===== src/rtl/uart_pkg.sv =====
// uart_pkg: definitions shared by the UART receive path and the future
// transmit path.
//   DATA_BITS  - payload bits per frame (8N1 framing)
//   rx_state_t - receiver FSM states
//   baud_div() - clocks per bit, rounded to the nearest integer
package uart_pkg;

  localparam int DATA_BITS = 8;

  typedef enum logic [1:0] {IDLE, START, DATA, STOP} rx_state_t;

  function automatic int baud_div(input int clk_hz, input int baud);
    return (clk_hz + baud / 2) / baud;
  endfunction

endpackage


===== src/rtl/sync_fifo.sv =====
// sync_fifo: single-clock show-ahead FIFO.
// Ports:
//   clk, rst_n        - clock, asynchronous active-low reset
//   i_push, i_wdata   - write request and data
//   i_pop             - read request; the head advances at this edge
//   o_rdata           - word at the head (don't-care while empty)
//   o_full, o_empty   - occupancy flags
//   o_count           - current occupancy, 0..DEPTH
// A push into a full FIFO is accepted only when a pop happens in the same
// cycle. A pop on an empty FIFO is ignored.
module sync_fifo #(
  parameter int WIDTH = 8,
  parameter int DEPTH = 16
) (
  input  logic                         clk,
  input  logic                         rst_n,
  input  logic                         i_push,
  input  logic [WIDTH-1:0]             i_wdata,
  input  logic                         i_pop,
  output logic [WIDTH-1:0]             o_rdata,
  output logic                         o_full,
  output logic                         o_empty,
  output logic [$clog2(DEPTH+1)-1:0]   o_count
);

  localparam int AW = $clog2(DEPTH);
  localparam int CW = $clog2(DEPTH + 1);

  logic [WIDTH-1:0] r_mem [DEPTH];
  logic [AW-1:0]    r_wr_ptr;
  logic [AW-1:0]    r_rd_ptr;
  logic [CW-1:0]    r_count;
  logic             w_do_push;
  logic             w_do_pop;

  assign o_full    = (r_count == CW'(DEPTH));
  assign o_empty   = (r_count == '0);
  assign o_count   = r_count;
  assign o_rdata   = r_mem[r_rd_ptr];

  assign w_do_pop  = i_pop && !o_empty;
  assign w_do_push = i_push && (!o_full || w_do_pop);

  // Storage is deliberately not reset.
  always_ff @(posedge clk) begin
    if (w_do_push) r_mem[r_wr_ptr] <= i_wdata;
  end

  // Pointers are exactly log2(DEPTH) bits, so they wrap on their own.
  always_ff @(posedge clk or negedge rst_n) begin
    if (!rst_n) begin
      r_wr_ptr <= '0;
      r_rd_ptr <= '0;
      r_count  <= '0;
    end else begin
      if (w_do_push) r_wr_ptr <= r_wr_ptr + AW'(1);
      if (w_do_pop)  r_rd_ptr <= r_rd_ptr + AW'(1);
      case ({w_do_push, w_do_pop})
        2'b10:   r_count <= r_count + CW'(1);
        2'b01:   r_count <= r_count - CW'(1);
        default: r_count <= r_count;
      endcase
    end
  end

endmodule


===== src/rtl/uart_rx_fifo.sv =====
// uart_rx_fifo: 8N1 UART receiver feeding a byte FIFO with a valid/ready
// output stream and sticky framing/overrun flags.
// Ports:
//   clk, rst_n          - system clock, asynchronous active-low reset
//   rx                  - asynchronous serial input, idles high
//   rx_data, rx_valid   - FIFO head byte, FIFO not empty
//   rx_ready            - consumer takes rx_data this cycle
//   count               - FIFO occupancy
//   frame_err, overrun  - sticky error flags
//   err_clr             - synchronous clear of both flags (a set wins)
module uart_rx_fifo
  import uart_pkg::*;
#(
  parameter int CLK_HZ = 100_000_000,
  parameter int BAUD   = 115200,
  parameter int DEPTH  = 16
) (
  input  logic                        clk,
  input  logic                        rst_n,
  input  logic                        rx,
  output logic [7:0]                  rx_data,
  output logic                        rx_valid,
  input  logic                        rx_ready,
  output logic [$clog2(DEPTH+1)-1:0]  count,
  output logic                        frame_err,
  output logic                        overrun,
  input  logic                        err_clr
);

  localparam int DIV   = baud_div(CLK_HZ, BAUD);
  localparam int CNT_W = $clog2(DIV);
  localparam logic [CNT_W-1:0] HALF_LD = CNT_W'(DIV / 2 - 1);
  localparam logic [CNT_W-1:0] FULL_LD = CNT_W'(DIV - 1);

  if (DIV < 16) begin : g_div_check
    $error("uart_rx_fifo: clocks per bit must be at least 16");
  end
  if ((DEPTH < 2) || ((DEPTH & (DEPTH - 1)) != 0)) begin : g_depth_check
    $error("uart_rx_fifo: DEPTH must be a power of two and at least 2");
  end

  logic                  r_sync1;
  logic                  r_rxs;
  rx_state_t             r_state;
  rx_state_t             w_next;
  logic [CNT_W-1:0]      r_bitcnt;
  logic [2:0]            r_bitidx;
  logic [DATA_BITS-1:0]  r_shift;
  logic                  r_armed;
  logic                  r_frame_err;
  logic                  r_overrun;

  logic                  w_sample;
  logic                  w_ld_half;
  logic                  w_ld_full;
  logic                  w_shift;
  logic                  w_push;
  logic                  w_frame_set;
  logic                  w_full;
  logic                  w_empty;
  logic                  w_pop;
  logic                  w_overrun_set;

  // Two-flop synchroniser; resets to the idle (high) line level.
  always_ff @(posedge clk or negedge rst_n) begin
    if (!rst_n) begin
      r_sync1 <= 1'b1;
      r_rxs   <= 1'b1;
    end else begin
      r_sync1 <= rx;
      r_rxs   <= r_sync1;
    end
  end

  assign w_sample = (r_bitcnt == '0);

  always_comb begin
    w_next      = r_state;
    w_ld_half   = 1'b0;
    w_ld_full   = 1'b0;
    w_shift     = 1'b0;
    w_push      = 1'b0;
    w_frame_set = 1'b0;
    case (r_state)
      IDLE: begin
        // Only a genuine high-to-low transition starts a frame.
        if (r_armed && !r_rxs) begin
          w_next    = START;
          w_ld_half = 1'b1;
        end
      end
      START: begin
        if (w_sample) begin
          if (!r_rxs) begin
            w_next    = DATA;
            w_ld_full = 1'b1;
          end else begin
            w_next = IDLE;
          end
        end
      end
      DATA: begin
        if (w_sample) begin
          w_shift   = 1'b1;
          w_ld_full = 1'b1;
          if (r_bitidx == 3'(DATA_BITS - 1)) w_next = STOP;
        end
      end
      STOP: begin
        // Return to IDLE at mid-stop-bit so back-to-back frames are caught.
        if (w_sample) begin
          w_next = IDLE;
          if (r_rxs) w_push      = 1'b1;
          else       w_frame_set = 1'b1;
        end
      end
      default: w_next = IDLE;
    endcase
  end

  always_ff @(posedge clk or negedge rst_n) begin
    if (!rst_n) begin
      r_state  <= IDLE;
      r_bitcnt <= '0;
      r_bitidx <= '0;
      r_shift  <= '0;
      r_armed  <= 1'b0;
    end else begin
      r_state <= w_next;

      if (w_ld_half)          r_bitcnt <= HALF_LD;
      else if (w_ld_full)     r_bitcnt <= FULL_LD;
      else if (!w_sample)     r_bitcnt <= r_bitcnt - CNT_W'(1);

      if (r_state == START)   r_bitidx <= '0;
      else if (w_shift)       r_bitidx <= r_bitidx + 3'd1;

      if (w_shift)            r_shift <= {r_rxs, r_shift[DATA_BITS-1:1]};

      // After a bad stop bit the line may still be low; wait for it to go
      // high before another start can be recognised.
      if (w_frame_set)        r_armed <= 1'b0;
      else if (r_rxs)         r_armed <= 1'b1;
    end
  end

  assign w_pop         = !w_empty && rx_ready;
  assign w_overrun_set = w_push && w_full && !w_pop;

  always_ff @(posedge clk or negedge rst_n) begin
    if (!rst_n) begin
      r_frame_err <= 1'b0;
      r_overrun   <= 1'b0;
    end else begin
      if (w_frame_set)        r_frame_err <= 1'b1;
      else if (err_clr)       r_frame_err <= 1'b0;

      if (w_overrun_set)      r_overrun <= 1'b1;
      else if (err_clr)       r_overrun <= 1'b0;
    end
  end

  sync_fifo #(
    .WIDTH (DATA_BITS),
    .DEPTH (DEPTH)
  ) u_fifo (
    .clk     (clk),
    .rst_n   (rst_n),
    .i_push  (w_push),
    .i_wdata (r_shift),
    .i_pop   (w_pop),
    .o_rdata (rx_data),
    .o_full  (w_full),
    .o_empty (w_empty),
    .o_count (count)
  );

  assign rx_valid  = !w_empty;
  assign frame_err = r_frame_err;
  assign overrun   = r_overrun;

endmodule


===== config.mk =====
export PLATFORM = sky130hd
export DESIGN_NAME = uart_rx_fifo
export DESIGN_NICKNAME = d
export VERILOG_FILES = /design/src/rtl/uart_pkg.sv /design/src/rtl/sync_fifo.sv /design/src/rtl/uart_rx_fifo.sv
export SDC_FILE = /design/constraint.sdc
export NUM_CORES = 1
export LEC_CHECK = 0
export ABC_AREA = 1
export CORE_AREA = 5 5 118 120
export CTS_CLUSTER_DIAMETER = 30
export DETAILED_ROUTE_END_ITERATION = 6
export DIE_AREA = 0 0 123 125
export GPL_TIMING_DRIVEN = 0
export HOLD_SLACK_MARGIN = 0.06
export PLACE_DENSITY = 0.77
export REMOVE_ABC_BUFFERS = 1
export SYNTH_ARGS = -nofsm -noshare
export SYNTH_HDL_FRONTEND = slang
export SYNTH_SLANG_ARGS = --single-unit

===== constraint.sdc =====
create_clock -name clk -period 3.2 [get_ports clk]
set_input_delay 0.64 -clock clk [delete_from_list [all_inputs] [get_ports clk]]
set_output_delay 0.64 -clock clk [all_outputs]
set_load 0.005 [all_outputs]

**Run 1: zoomed window**

Region (49, 25) to (74, 50) um. Cells in gray, sequential cells in the stronger gray; small squares are vias.
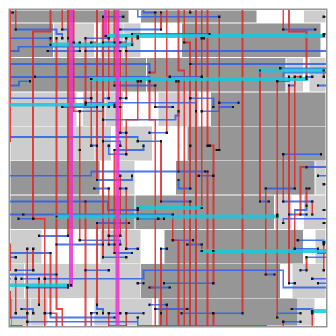
[metal 2] red
[metal 4] magenta
[metal 3] cyan
[metal 1] blue
netlist names of flops here include: `u_fifo.r_mem` (12)
cells with their middle in the window: 39
most frequent: edfxtp_1 (12), nor2_1 (11), o21ai_0 (5)
sequential cells in the window: 12

**Run 1: logic cells by family**

Scale: 2 px per um.
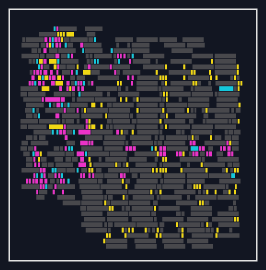
[nand cells] magenta | cells: 126 | most used: nand2_1
[inv cells] cyan | cells: 45 | most used: inv_1
[nor cells] yellow | cells: 132 | most used: nor2_1 | where: all over the die
Finished Layout Cells: 866
fraction of area in multi-input gates: 26.89%
most numerous logic cell after layout: sky130_fd_sc_hd__edfxtp_1

**Run 1: where the registers sit**

Scale: 2 px per um. Other sequential cells in the stronger gray, the rest of the logic in the fainter gray.
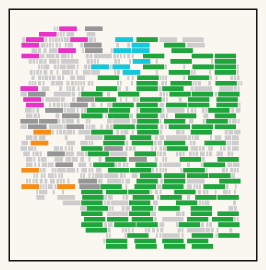
[`r_bitcnt`] magenta | placed flops: 10 | where: upper left
[`r_shift`] cyan | placed flops: 8 | where: top center
[`u_fifo.o_count`] orange | placed flops: 5
[`u_fifo.r_mem`] green | placed flops: 128
not colored: 18
sequential-cell power consumption: 2650 uW
Seq area share: 58.03%
Sequential Area: 4878 um^2
core occupancy in the finished layout: 65.30%

**Run 1: pin placement**

Scale: 4 px per um. Pins as bars across the die edge, other pins in gray.
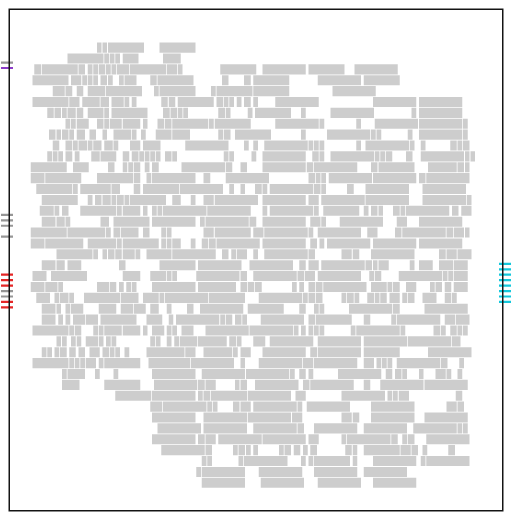
[`rx_data`] cyan | pins: 8 | direction: output | edge: right
[`count`] red | pins: 5 | direction: output | edge: left
[`rst_n`] purple | pins: 1 | direction: input | edge: left
Die Width: 123 um
Die Span Y: 125 um
total of buffers placed on input and output ports: 20

==> commit_impl_results.txt, run 1 <==
Log flow metrics for this revision

- Routing resource usage on met3 recorded by global route was slightly below 5%.
- Met1 routed wirelength after detailed routing: 6.104 mm
- Worst Clk Skew: around 0.0094 ns
- Per the gpl log, the routability congestion estimate is roughly 0.85.
- TritonCTS built the clock tree.
- At the worst endpoint, the required time is ~2.6 ns.
- Per the synthesis report, the XOR/XNOR share of the synthesized area is 1.762%.
- Per the run summary, max-cap violations total 0.
* Chip area: ~15000 um^2
- At the later pin of the worst-skew pair, clock insertion delay measures about 0.42 ns.
* Post-detailed-placement cell area: slightly below 8000 um^2
* Capture point of the worst path: rx_data[3]
- In the routed design, unresolved DRC markers number 0.
- Adding up every negative setup slack in the final design gives 0 ns.
* Average wire per standard cell: roughly 18 um
- Stages on worst setup path: 6
- Register-to-register setup slack: approximately 0.53 ns
- Of the synthesized area, sequential elements account for about two thirds.
* I/O pin cnt: 21
* Final hold violation count: 0
- Summing the areas of all compound-gate instances in the mapped netlist gives 10.04% of the synthesized area.
* Post-CTS setup repair buffer count: 0
- The worst setup path is captured at an output port.
* Main combinational cell family by area after synthesis: simple AND/OR/NAND/NOR gates
* Sw Share: ~34%
- Cell chosen for the clock root: sky130_fd_sc_hd__clkbuf_16
- Met2 wirelength from detailed routing: 8.042 mm
* Proportion of synthesized area in mux cells: 0%
- Per the log, the first TritonRoute iteration ended with a DRC count of 473.
- AND/OR/NAND/NOR Cells, Area Fraction: between 10% and 20%
- In the synthesized netlist, the cells that appear most often are 128 x sky130_fd_sc_hd__edfxtp_1, 119 x sky130_fd_sc_hd__nor2_1, 73 x sky130_fd_sc_hd__nand2_1, 70 x sky130_fd_sc_hd__o21ai_0.
- In the final design database the tool counted around 700 nets.
- Highest metal layer used by the detailed router: met4
* Final setup viols: 0
- Endpoint of the worst register-to-register path: u_fifo.o_count[4]
- The max-slew check reports its worst relative slack as between 30% and 40%.
- Yosys printed 0 warnings.
- Most frequent cells in the layout: 128 x sky130_fd_sc_hd__edfxtp_1, 119 x sky130_fd_sc_hd__nor2_1, 73 x sky130_fd_sc_hd__nand2_1
* Largest stage delay on the critical path: 0.55 ns
- Of the cells placed in the final design, the portion with a size suffix greater than 1 is a little under a tenth.
* Share of the clock period used by the worst path after layout: 95.21%
* Category of the worst setup path launch point: flop
* Clock share of power: between 30% and 40%
- Status: finished clean
- Post-synthesis cell type with the largest instance count: sky130_fd_sc_hd__edfxtp_1
- Reg-to-reg critical path startpoint: r_bitcnt[0]
- Counting the fill cells in the layout gives ~940.
- Internal Dissipation: 4632 uW
- The detail route stage leaves a number of antenna-violating nets equal to 0.
- Number of hold buffers added after cts: 0
- Cell type with the highest aggregate area in the netlist: sky130_fd_sc_hd__edfxtp_1
- On the critical path, the stage with the largest delay is an instance of sky130_fd_sc_hd__dfrtp_4.
- Across all hold checks on the routed design, the worst slack comes to about 0.36 ns.
* Initial antenna violation count: 0
- The synthesized design contains 128 enable-type register cells.
- CTS Buffer Depth: 2
- The script computed a power per unit cell area of between 800 and 900 nW/um^2.
- Clock edge transition at the registers on the reported setup and hold paths: 0.06 ns
- Global route summary, busiest routing layer listed as met2.
* Area growth syn-to-layout: 12.75%
- Number of warnings in the stage logs: 33
- Critical path's top delay family: buffers and inverters
* Critical path peak fanout: a little over 50
- Yosys reported a register bit count of 169.
## run 1: how the worst min path moves through the flow
stage / from / end / depth (start not counted) / slack (ns)
6_report: rst_n / r_bitcnt[6] / 1 / 0.36
5_1_grt: r_sync1 / r_rxs / 0 / 0.36
4_1_cts: r_sync1 / r_rxs / 0 / 0.36
3_5_place_dp: r_sync1 / r_rxs / 0 / 0.35
3_3_place_gp: r_sync1 / r_rxs / 0 / 0.35
2_1_floorplan: rst_n / asynchronous set/reset pin / 0 / 0.34
## run 1: power groups by stage
stage / Sequential [uW] / Combinational [uW] / Clock, uW
floorplan: 2730 / 1240 / 0
finish: 2650 / 2240 / 2100
detailed placement: 2700 / 2140 / 0
CTS: 2660 / 2200 / 2120
global placement: 2850 / 1850 / 0
global route: 2670 / 2490 / 2220
## run 1: metrics by stage
| step | worst slack [ns] | std cells |
|---|---|---|
| after floorplan | 0.2684 | 634 |
| after global placement | -1.443 | 830 |
| after detailed placement | -0.2813 | 832 |
| after CTS | 0.02582 | 865 |
| after global routing | 0.01359 | 866 |
| final | 0.1533 | 866 |
## run 1: sequential cells by signal, summed over array words and instances, names as in the netlist, named ones only
name	cells
u_fifo.r_mem	128
r_bitcnt	10
r_shift	8
u_fifo.o_count	5
u_fifo.r_rd_ptr	4
u_fifo.r_wr_ptr	4
r_bitidx	3
frame_err	1
overrun	1
r_armed	1
r_rxs	1
r_state	1
r_sync1	1
## run 1: cell type report
class	count	area, um^2	share of cell area (%)
clock inverter	13	176.4	2.099
timing repair buffer	23	242.7	2.887
clock buffer	19	432.9	5.150
timing repair inverter	1	11.26	0.1339
inverter	44	183.9	2.188
multi-input combinational	421	2261	26.89
tap	176	220.2	2.619
sequential	169	4878	58.03
==> run 2: changes to the inputs <==
--- a/config.mk
+++ b/config.mk
@@ -6,13 +6,14 @@
 export NUM_CORES = 1
 export LEC_CHECK = 0
 export ABC_AREA = 1
+export CAP_MARGIN = 5
 export CORE_AREA = 5 5 118 120
 export CTS_CLUSTER_DIAMETER = 30
 export DETAILED_ROUTE_END_ITERATION = 6
 export DIE_AREA = 0 0 123 125
 export GPL_TIMING_DRIVEN = 0
 export HOLD_SLACK_MARGIN = 0.06
-export PLACE_DENSITY = 0.77
+export PLACE_DENSITY = 0.84
 export REMOVE_ABC_BUFFERS = 1
 export SYNTH_ARGS = -nofsm -noshare
 export SYNTH_HDL_FRONTEND = slang
==> run 2 against run 1 <==
  * The flow now finishes with violations (DRC)
  * Register-to-register slack about the same
  * Design area increased by 0.83%
  * Die area unchanged
  * Wire length increased by 3.7%
  * Combinational power increased by 5%
  * Critical path depth increased by 3
  * Clock-buffer cell count increased by 5
  * Power increased by 1.1%
  * Cell count increased by 0.58%
  * Area after synthesis unchanged
  * Flip-flop count unchanged
  * Global-route usage increased by 0.58 points
  * Critical endpoint is now rx_data[0]
==> commit_impl_results.txt, run 2 <==
Log flow metrics for this revision

- The run finished, with violations left.
- The checks that failed: DRC.
- Sw Share: 34.13% (+0.34 points)
- Post-detailed-placement cell area: 7756 um^2 (unchanged)
- Ant diodes: 0
- Routed length on met3: around 1.4 mm
* Total of buffers placed on input and output ports: 20 (unchanged)
- Top flop regs: u_fifo.r_mem x128, r_bitcnt x10, r_shift x8
* Number of remaining DRC errors: 2 (+2)
* Setup TNS Final: 0 ns (unchanged)
- Inst Count DP: 832 (unchanged)
- # rows: about 42
* Number of CTS-inserted buffers: 17
- Pins Over Slew Limit: 0
* Clock share of power: 29.5% (-0.6 points)
- Maximum achievable frequency: between 300 and 400 MHz
* Critical path's top delay family: buffers and inverters
* Most numerous logic cell after layout: sky130_fd_sc_hd__edfxtp_1
* Type of element capturing the critical path: output port
- Final hold violation count: 0 (unchanged)
- Clock edge transition at the registers on the reported setup and hold paths: 0.06 ns (about the same)
- The region available for standard cell placement spans around 13000 um^2.
- The critical path contains buffers and inverters numbering 3 combined.
- Final layout net count: 704 (+0.72%)
- Die Span Y: 125 um (unchanged)
- Number of unique standard cell types used by synthesis: 36
- Routing resource usage on met2 recorded by global route was 34.71%.
- The chip area line in the Yosys stat output reads around 7500 um^2.
- Highest metal layer used by the detailed router: met4
- The number of enable-type register cells in the synthesized netlist is 128 (unchanged).
- Effective utilization at floorplan: between 50 and 60%
* Register bit total from synthesis: 169 (unchanged)
- Worst-Margin Slew: 1.001 ns
- CTS H-tree depth: 4
* Kind of path behind the tightest hold check: in -> async
- Final design instance area without fill: between 8000 and 9000 um^2
* Dominant cell area share: 51.55%
* Initial drt markers: 640 (+35%)
- After technology mapping, the gate count stands at roughly 660.
- The number of non-filler instances in the completed layout came to 871 (+0.58%).
- Across every metal layer, demand over resource in global routing totals 21.50%.
- Cell with the largest stage delay on the worst path: sky130_fd_sc_hd__clkdlybuf4s50_1
* First-pass detailed-route iteration total: 7
- The tree is rooted in a sky130_fd_sc_hd__clkbuf_16.
* Placer Congestion: 0.8722 (+3.0%)
* IR Drop Worst-Case VDD: 0.0004856 V
- The number of setup violations in the final report came to 0 (unchanged).
- The met1 wire length was 6.129 mm (+0.41%).
* Post-synthesis cell type with the largest instance count: sky130_fd_sc_hd__edfxtp_1
- The power per standard cell area was 834.4 nW/um^2 (+0.27%).
- Total Power Consumption: ~7000 uW
* Cells in synth_stat.txt: between 600 and 700
- CTS tree: built
- The normalized max-slew margin is 33.04% (-4.8 points).
- The average wire length per cell after detail routing came to 18.41 um (+3.1%).
- Setup slack after placement: -0.2494 ns (+0.03190 ns)
- Leakage power figure: between 0.003 and 0.004 uW
- Antenna-violating nets left: 0 (unchanged)
* Sequential cell area fraction in the yosys report: 65.35% (unchanged)
- The number of logged tool warnings was 33 (unchanged).
- Internal Dissipation: 4659 uW (+0.59%)
* Critical Path Most Common Cell: sky130_fd_sc_hd__nor2_1
- The routed design shows a via density per instance of 5.915.
- Share of the clock period used by the worst path after layout: 98.11% (+2.9 points)
- The quantity of hold-fixing buffers added after cts came to 0 (unchanged).
- Worst hold slack across all endpoints: 0.3354 ns (-0.02043 ns)
- The number of antenna violations at the first check in global routing came to 0 (unchanged).
* Register name with the most flops: u_fifo.r_mem
- Setup repair after global routing left no endpoint under its margin.
- Largest stage delay on the critical path: 0.50 ns (-0.05 ns)
- Die Width: 123 um (unchanged)
- The overall die area was 15380 um^2 (unchanged).
- Register share of total power: a little under two fifths
* Cell type with the highest aggregate area in the netlist: sky130_fd_sc_hd__edfxtp_1
- The synthesis report names the predominant flop master as sky130_fd_sc_hd__edfxtp_1.
- Net switching power of the design: 2414 uW
- Combinational logic is responsible for around a third of the overall power.
- The met2 wire length came to 8.114 mm (+0.90%).
* Half-perimeter wire length of the detailed placement result: between 9 and 10 mm
- Number of warning messages in the yosys log: 0 (unchanged)
- Fraction of layout instances using a drive strength above 1: 10.36% (+1.1 points)
- Count of maximum capacitance violations: 0 (unchanged)
* Post-route setup slack: 0.06063 ns (-0.09270 ns)
* # clock sinks: ~170
* Top cells by area in the synthesized netlist: sky130_fd_sc_hd__edfxtp_1 52%, sky130_fd_sc_hd__dfrtp_1 13%, sky130_fd_sc_hd__nor2_1 6.0%
- Largest net degree at the start of global routing: slightly below 60
- Vias post-DR: roughly 5.2k
* Worst Clk Skew: 0.008641 ns (-0.0007410 ns)
* Total wire length: ~16 mm
* Met1 GRT Util: about 27%
- In this run the cell area of the synthesized design comes to 7456 um^2.
- The flow measured a signed area growth from synthesis to layout of 13.69%.
- The first global-routing pass estimated ~25 mm of wire.
- Remaining Overflow, GRT: 0
- The number of global-route vias before repair was around 5k.
- The required time at the worst-slack endpoint was 2.56 ns (about the same).
* Busiest metal layer after global routing: met2
* Critical path peak fanout: 33 (-35%)
* Synth cell count leaders: 128 x sky130_fd_sc_hd__edfxtp_1, 119 x sky130_fd_sc_hd__nor2_1, 73 x sky130_fd_sc_hd__nand2_1, 70 x sky130_fd_sc_hd__o21ai_0
* CTS Buffer Depth: 2 (unchanged)
- Post-Synthesis Mean Instance Area: 11.26 um^2
- Share of async-settable or async-resettable flops after synthesis: about 24%
* Category of the worst setup path launch point: flop
* List of cells traversed by the critical path: buf_12 -> clkinv_16 -> nor2_1 -> nor2_1 -> o21ai_0 -> o211ai_1 -> nand3_1 -> nand2_1 -> clkdlybuf4s50_1
- Data on the critical path arrives at its endpoint at 2.50 ns.
- The worst path needs roughly 3.1 ns of the cycle, external delays included.
- The clock latency on the worst-skew pair is 0.43 ns (about the same).
- Most frequent cells in the layout: 128 x sky130_fd_sc_hd__edfxtp_1, 119 x sky130_fd_sc_hd__nor2_1, 73 x sky130_fd_sc_hd__nand2_1
- Met3 global-route usage: 5.781% (+0.81 points)
- Number of flip-flops under the largest register name: 128 (unchanged)
- Start-to-end type of the worst setup path: reg -> out
* I/O pin cnt: 21 (unchanged)
## run 2: cell counts after synthesis
Identical to the previous run, type by type.
## run 2: worst paths after layout
check	slack, ns	cells past startpoint	endpoint	start
max in group asynchronous	2.24	1	u_fifo.r_rd_ptr[2]	rst_n
max reg2reg	0.54	15	u_fifo.o_count[4]	r_bitcnt[0]
min in group clk	0.36	0	r_rxs	r_sync1
min	0.34	1	r_bitcnt[5]	rst_n
max	0.06	9	rx_data[0]	u_fifo.r_rd_ptr[0]
min reg2reg	0.36	0	r_rxs	r_sync1
## run 2: repair_timing
action                     in CTS  in global routing
pin swaps                       0                  1
setup buffers                   1                  4
gates cloned                    1                  1
setup endpoints to repair       8                  3
resized                         7                  1
## run 2: final cells by class
| class | instances | area [um^2] |
|---|---|---|
| Timing Repair Buffer | 28 | 297.8 |
| Multi-Input combinational cell | 421 | 2261 |
| Clock inverter | 8 | 75.07 |
| Fill cell | 916 | 4398 |
| Tap cell | 176 | 220.2 |
| Sequential cell | 169 | 4876 |
| Inverter | 44 | 192.7 |
| Timing Repair inverter | 1 | 8.758 |
| Clock buffer | 24 | 545.5 |
## run 2: logic make-up (layout without fill, tap and decap cells)
logic type,count (synthesis),after routing,synth area share (%)
XOR/XNOR,15,15,1.762
AND-OR/OR-AND,130,130,10.04
buffers and inverters,72,105,4.329
AND/OR/NAND/NOR,259,259,15.67
adder cells (fa/ha/maj),17,17,2.853
flip-flops,169,169,65.35
## run 2: power by group through the flow
stage,combinational [uW],clock (uW),sequential [uW]
global placement,1820,0,2850
detailed placement,2130,0,2700
finish,2360,2090,2630
CTS,2210,2090,2640
global route,2600,2200,2640
floorplan,1240,0,2730
**Run 2: pin placement**

Scale: 4 px per um. Pins as bars across the die edge, other pins in gray.
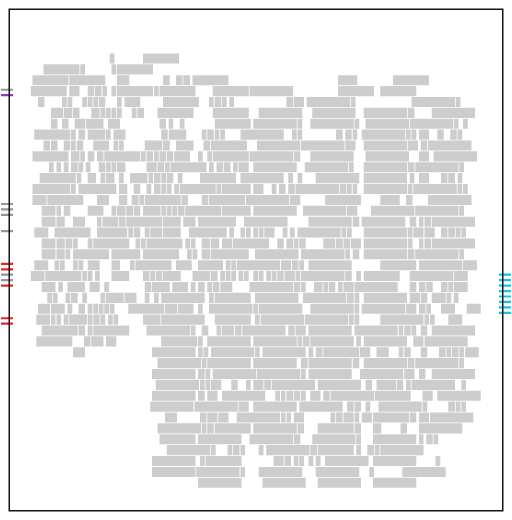
[`count`] red | pins: 5 | direction: output | edge: left
[`rst_n`] purple | pins: 1 | direction: input | edge: left
[`rx_data`] cyan | pins: 8 | direction: output | edge: right
all pins by edge: 13 left, 8 right

**Run 2: where the registers sit**

Scale: 2 px per um. Other sequential cells in the stronger gray, the rest of the logic in the fainter gray.
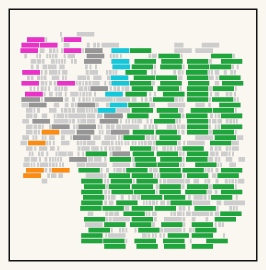
Seq area share: 57.52%
core occupancy in the finished layout: 65.84%
sequential-cell power consumption: 2630 uW
Sequential Area: 4876 um^2

**Run 2: zoomed window**

Region (49, 25) to (74, 50) um. Cells in gray, sequential cells in the stronger gray; small squares are vias.
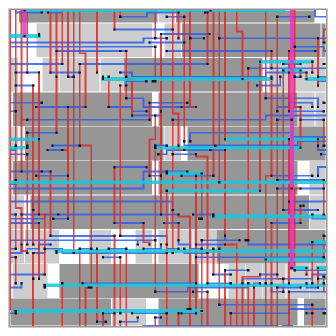
[metal 2] red
[metal 4] magenta
[metal 1] blue
[metal 3] cyan
cells with their middle in the window: 39
sequential cells in the window: 14
most frequent: edfxtp_1 (14), nor2_1 (10), o21ai_0 (6)
netlist names of flops here include: `u_fifo.r_mem` (14)

No activity file was given, so power comes from the tool's default toggle rates.
